### Register map, names as in the netlist

Other sequential cells in the stronger grey, the rest of the logic in the fainter grey.
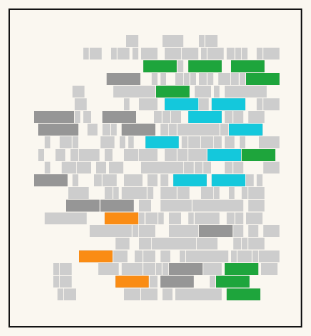
### PDN straps and rails

Bar = 20 um. Pins as bars on the die edge. Tap cells in grey.
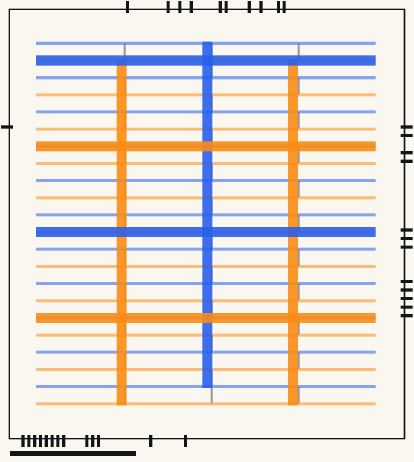
[config.mk]
export PLATFORM = sky130hd
export DESIGN_NAME = uart_tx_port
export DESIGN_NICKNAME = d
export VERILOG_FILES = /design/src/rtl/uart_pkg.sv /design/src/rtl/uart_tx_port_baud_tick.sv /design/src/rtl/uart_tx_port.sv
export SDC_FILE = /design/constraint.sdc
export NUM_CORES = 1
export LEC_CHECK = 0
export CORE_ASPECT_RATIO = 1.1
export CORE_MARGIN = 4
export CORE_UTILIZATION = 43
export CTS_BUF_LIST = sky130_fd_sc_hd__clkbuf_16
export DETAILED_ROUTE_END_ITERATION = 8
export GPL_ROUTABILITY_DRIVEN = 0
export GPL_TIMING_DRIVEN = 0
export PLACE_DENSITY = 0.75
export SETUP_SLACK_MARGIN = 0.02
export SYNTH_ARGS = -nofsm -noshare
export SYNTH_HDL_FRONTEND = slang
export SYNTH_SLANG_ARGS = --single-unit
[constraint.sdc]
create_clock -name clk -period 1.95 [get_ports clk]
set_clock_uncertainty 0.2 [all_clocks]
set_input_delay 0.4875 -clock clk [delete_from_list [all_inputs] [get_ports clk]]
set_output_delay 0.4875 -clock clk [all_outputs]
set_load 0.02 [all_outputs]
[src/rtl/uart_pkg.sv]
// Shared UART types and constants for the Hack UART_TX I/O slot.
// Holds the transmitter state encoding and status-word layout used by the port and its timer.
package uart_pkg;

  localparam int UART_DATA_BITS    = 8;
  localparam int UART_CLKS_PER_BIT = 217;
  localparam int UART_BUSY_BIT     = 15;

  typedef enum logic [1:0] {
    IDLE  = 2'd0,
    START = 2'd1,
    DATA  = 2'd2,
    STOP  = 2'd3
  } uartState_t;

  // Status word read back through inM: busy flag on top, last accepted byte at the bottom.
  function automatic logic [15:0] statusWord(input logic busy, input logic [UART_DATA_BITS-1:0] data);
    logic [15:0] word;
    word = '0;
    word[UART_BUSY_BIT] = busy;
    word[UART_DATA_BITS-1:0] = data;
    return word;
  endfunction

endpackage

[src/rtl/uart_tx_port_baud_tick.sv]
// Bit-period timer: counts 0..CLKS_PER_BIT-1 and pulses tick on the terminal count, then reloads.
// tick is combinational from the counter register; clear restarts the period on the next edge, no backpressure.
module baud_tick #(
  parameter int CLKS_PER_BIT = uart_pkg::UART_CLKS_PER_BIT
) (
  input  logic clk,
  input  logic reset,
  input  logic clear,
  output logic tick
);

  localparam int CNT_W = $clog2(CLKS_PER_BIT);
  localparam logic [CNT_W-1:0] LAST = CNT_W'(CLKS_PER_BIT - 1);

  logic [CNT_W-1:0] count;

  assign tick = (count == LAST);

  always_ff @(posedge clk) begin
    if (reset || clear || tick) begin
      count <= '0;
    end else begin
      count <= count + CNT_W'(1);
    end
  end

endmodule

[src/rtl/uart_tx_port.sv]
// Memory-mapped 8N1 UART transmitter: load in IDLE starts a frame, tx/out are registered (1-cycle latency).
// No queueing: a load while busy is dropped, software polls out[15] before writing.
module uart_tx_port
  import uart_pkg::*;
#(
  parameter int CLKS_PER_BIT = UART_CLKS_PER_BIT
) (
  input  logic        clk,
  input  logic        reset,
  input  logic        load,
  input  logic [15:0] in,
  output logic [15:0] out,
  output logic        tx
);

  uartState_t state, stateNext;
  logic [UART_DATA_BITS-1:0] shreg, shregNext;
  logic [UART_DATA_BITS-1:0] lastByte, lastByteNext;
  logic [2:0] bitIdx, bitIdxNext;
  logic       bitDone;
  logic       clearBaud;
  logic       txNext;
  logic [15:0] outNext;

  // Upper write-data bits carry no meaning for this slot.
  logic unusedInHi;
  assign unusedInHi = ^in[15:UART_DATA_BITS];

  baud_tick #(
    .CLKS_PER_BIT(CLKS_PER_BIT)
  ) uBaudTick (
    .clk  (clk),
    .reset(reset),
    .clear(clearBaud),
    .tick (bitDone)
  );

  always_comb begin
    stateNext    = state;
    shregNext    = shreg;
    lastByteNext = lastByte;
    bitIdxNext   = bitIdx;
    clearBaud    = 1'b0;
    case (state)
      IDLE: begin
        if (load) begin
          stateNext    = START;
          shregNext    = in[UART_DATA_BITS-1:0];
          lastByteNext = in[UART_DATA_BITS-1:0];
          bitIdxNext   = '0;
          clearBaud    = 1'b1;
        end
      end
      START: begin
        if (bitDone) stateNext = DATA;
      end
      DATA: begin
        if (bitDone) begin
          shregNext = shreg >> 1;
          // Index saturates at the last data bit; leaving DATA is what ends the count.
          if (bitIdx == 3'(UART_DATA_BITS - 1)) begin
            stateNext = STOP;
          end else begin
            bitIdxNext = bitIdx + 3'd1;
          end
        end
      end
      STOP: begin
        if (bitDone) stateNext = IDLE;
      end
      default: stateNext = IDLE;
    endcase
  end

  // Outputs are computed from the next state so the registered pins line up with the state register.
  always_comb begin
    txNext = 1'b1;
    case (stateNext)
      START:   txNext = 1'b0;
      DATA:    txNext = shregNext[0];
      default: txNext = 1'b1;
    endcase
    outNext = statusWord(stateNext != IDLE, lastByteNext);
  end

  always_ff @(posedge clk) begin
    if (reset) begin
      state    <= IDLE;
      shreg    <= '0;
      lastByte <= '0;
      bitIdx   <= '0;
      tx       <= 1'b1;
      out      <= '0;
    end else begin
      state    <= stateNext;
      shreg    <= shregNext;
      lastByte <= lastByteNext;
      bitIdx   <= bitIdxNext;
      tx       <= txNext;
      out      <= outNext;
    end
  end

endmodule
==> run summary <==
Flop Count: 31
routed length on met3: 164 um
top cells by count: dfxtp_1, nand2_1, nand3_1, nor2_1, a21oi_1
Tap Cells: 34
full die area: 4234 um^2
Critical Path Source: state[0]
Max IR drop VDD: 0.0008983 V
routed vias/inst: 5.219
Final Worst Setup Slack: 27.43 ps
drt initial violations: 43
Post-DRT Antenna Nets: 0
EDFF count, synth: 0
H-Tree Level Count: 2
Max Fclk: 520.1 MHz
# clock sinks: 31
DR WL met2: 1730 um
max reg flops: 9
ys async rst share: 0%
pre-CTS worst setup slack: -380.1 ps
Net Switching: 392.2 uW
Avg WL per Cell: 13.64 um
LEAKAGE: 0.8586 nW
Core ar.: 3074 um^2
number of OpenROAD warnings: 38
Ports: 36
reg2reg path depth: 5
Worst Setup Start Kind: flip-flop
cell count in the Yosys report: 156
via count: 1216
first-pass GRT wire length: 5216 um
Plain + repair buffers: 43
Synth top cell by count: dfxtp_1
WL met1: 1197 um
ys flop type: dfxtp_1
Critical R2R Launch: state[0]
# clk buffers: 5
Syn Area/Cell: 8.975 um^2
Reg with most FFs: out
# diodes: 0
Post-CTS Hold Fix Bufs: 0
critical path type: flip-flop to flip-flop
cycle use final: 98.59%
post-DP HPWL: 2084 um
Tightest Hold Check Type: flip-flop to flip-flop
vias in the first global route: 1243
Pwr Density: 876.7 nW/um^2
Clock buf/inv share: 8.198%
nets: 223
Synth area leader: dfxtp_1
clock power share: 48.9%
design area: 1999 um^2
RSZ-0062 raised after global routing: yes
Distinct lib cells used: 35
Residual DRC: 0
multi-input gates: 111
drt pass-1 iters: 4
status: complete, no violations
Pint: 1.361 mW
sequential area share after synthesis: 44.33%
Worst-Skew Late Latency: 280 ps
Logic area: 754.5 um^2
Leading cell kind: multi-input combinational cells
Clock Path Buffers: 2
height of the die: 67.85 um
Clock Power: 857 uW
Flops after synth: 31
CTS clk-pin slew, worst paths: 50 ps
crit path DRT: 1950 ps
initial cell density of the core: 45.54%
GRT Overall Usage: 15.64%
synthesized area: 1400 um^2
Final Power: 1.753 mW
yosys stat chip area: 1400 um^2
Ys Warns: 0
Max Used Layer: met4
Critical Path Sink Type: flip-flop
Largest regs: out x9, shreg x8, uBaudTick.count x8
clk root buf: clkbuf_16
Final Hold Fails: 0
Post-synth area hogs: dfxtp_1, nand2_1, ha_1
GR Overflow Total: 0
Combinational Power Share: 12.0%
Synth Instances: 156
share of cells above drive strength 1: 25.13%
About 'Register map, names as in the netlist':
legend:
  orange:
    name_in_the_netlist: bitIdx
    placed_flops: 3
  cyan:
    name_in_the_netlist: shreg
    placed_flops: 8
  green:
    name_in_the_netlist: out
    placed_flops: 9
not coloured: 11
sequential share of cell area: 31.41%
Seq. cell area: 628.1 um^2
sequential power: 685 uW
final design utilization: 65.04%

About 'PDN straps and rails':
legend:
  blue:
    net: VDD
  orange:
    net: VSS
met5 straps: 4
met4 straps: 3
signal pins: 36
met1 rails: 22
rows: 21

## cell usage in the layout, fill, tap and decap left out, types with 2 or more instances in the layout
master            n
and3_1            2
inv_2             3
dfxtp_1          29
inv_1             2
clkbuf_16         5
dlymetal6s2s_1    3
xor2_1            5
buf_6             3
buf_4            17
nor2_1           15
nand2_1          20
a22o_1            2
clkdlybuf4s50_1  17
ha_1              4
conb_1            7
dfxtp_4           2
a21oi_1          11
ha_4              2
nand3_1          14
a31oi_1           6
## layer usage
layer	vias to the layer above	track usage, %
met5	-	0
met2	27	30.18
met4	0	8.488
li1	605	-
met1	575	14.27
met3	9	5.911
## critical path: stages (launching register included)
cell and delay [ps]:
dfxtp_1 570, nor2b_1 120, and3_4 240, a221oi_4 340
ha_1 300, o2111ai_2 80
Power figures rest on the tool's default switching activity, not on a simulated workload.
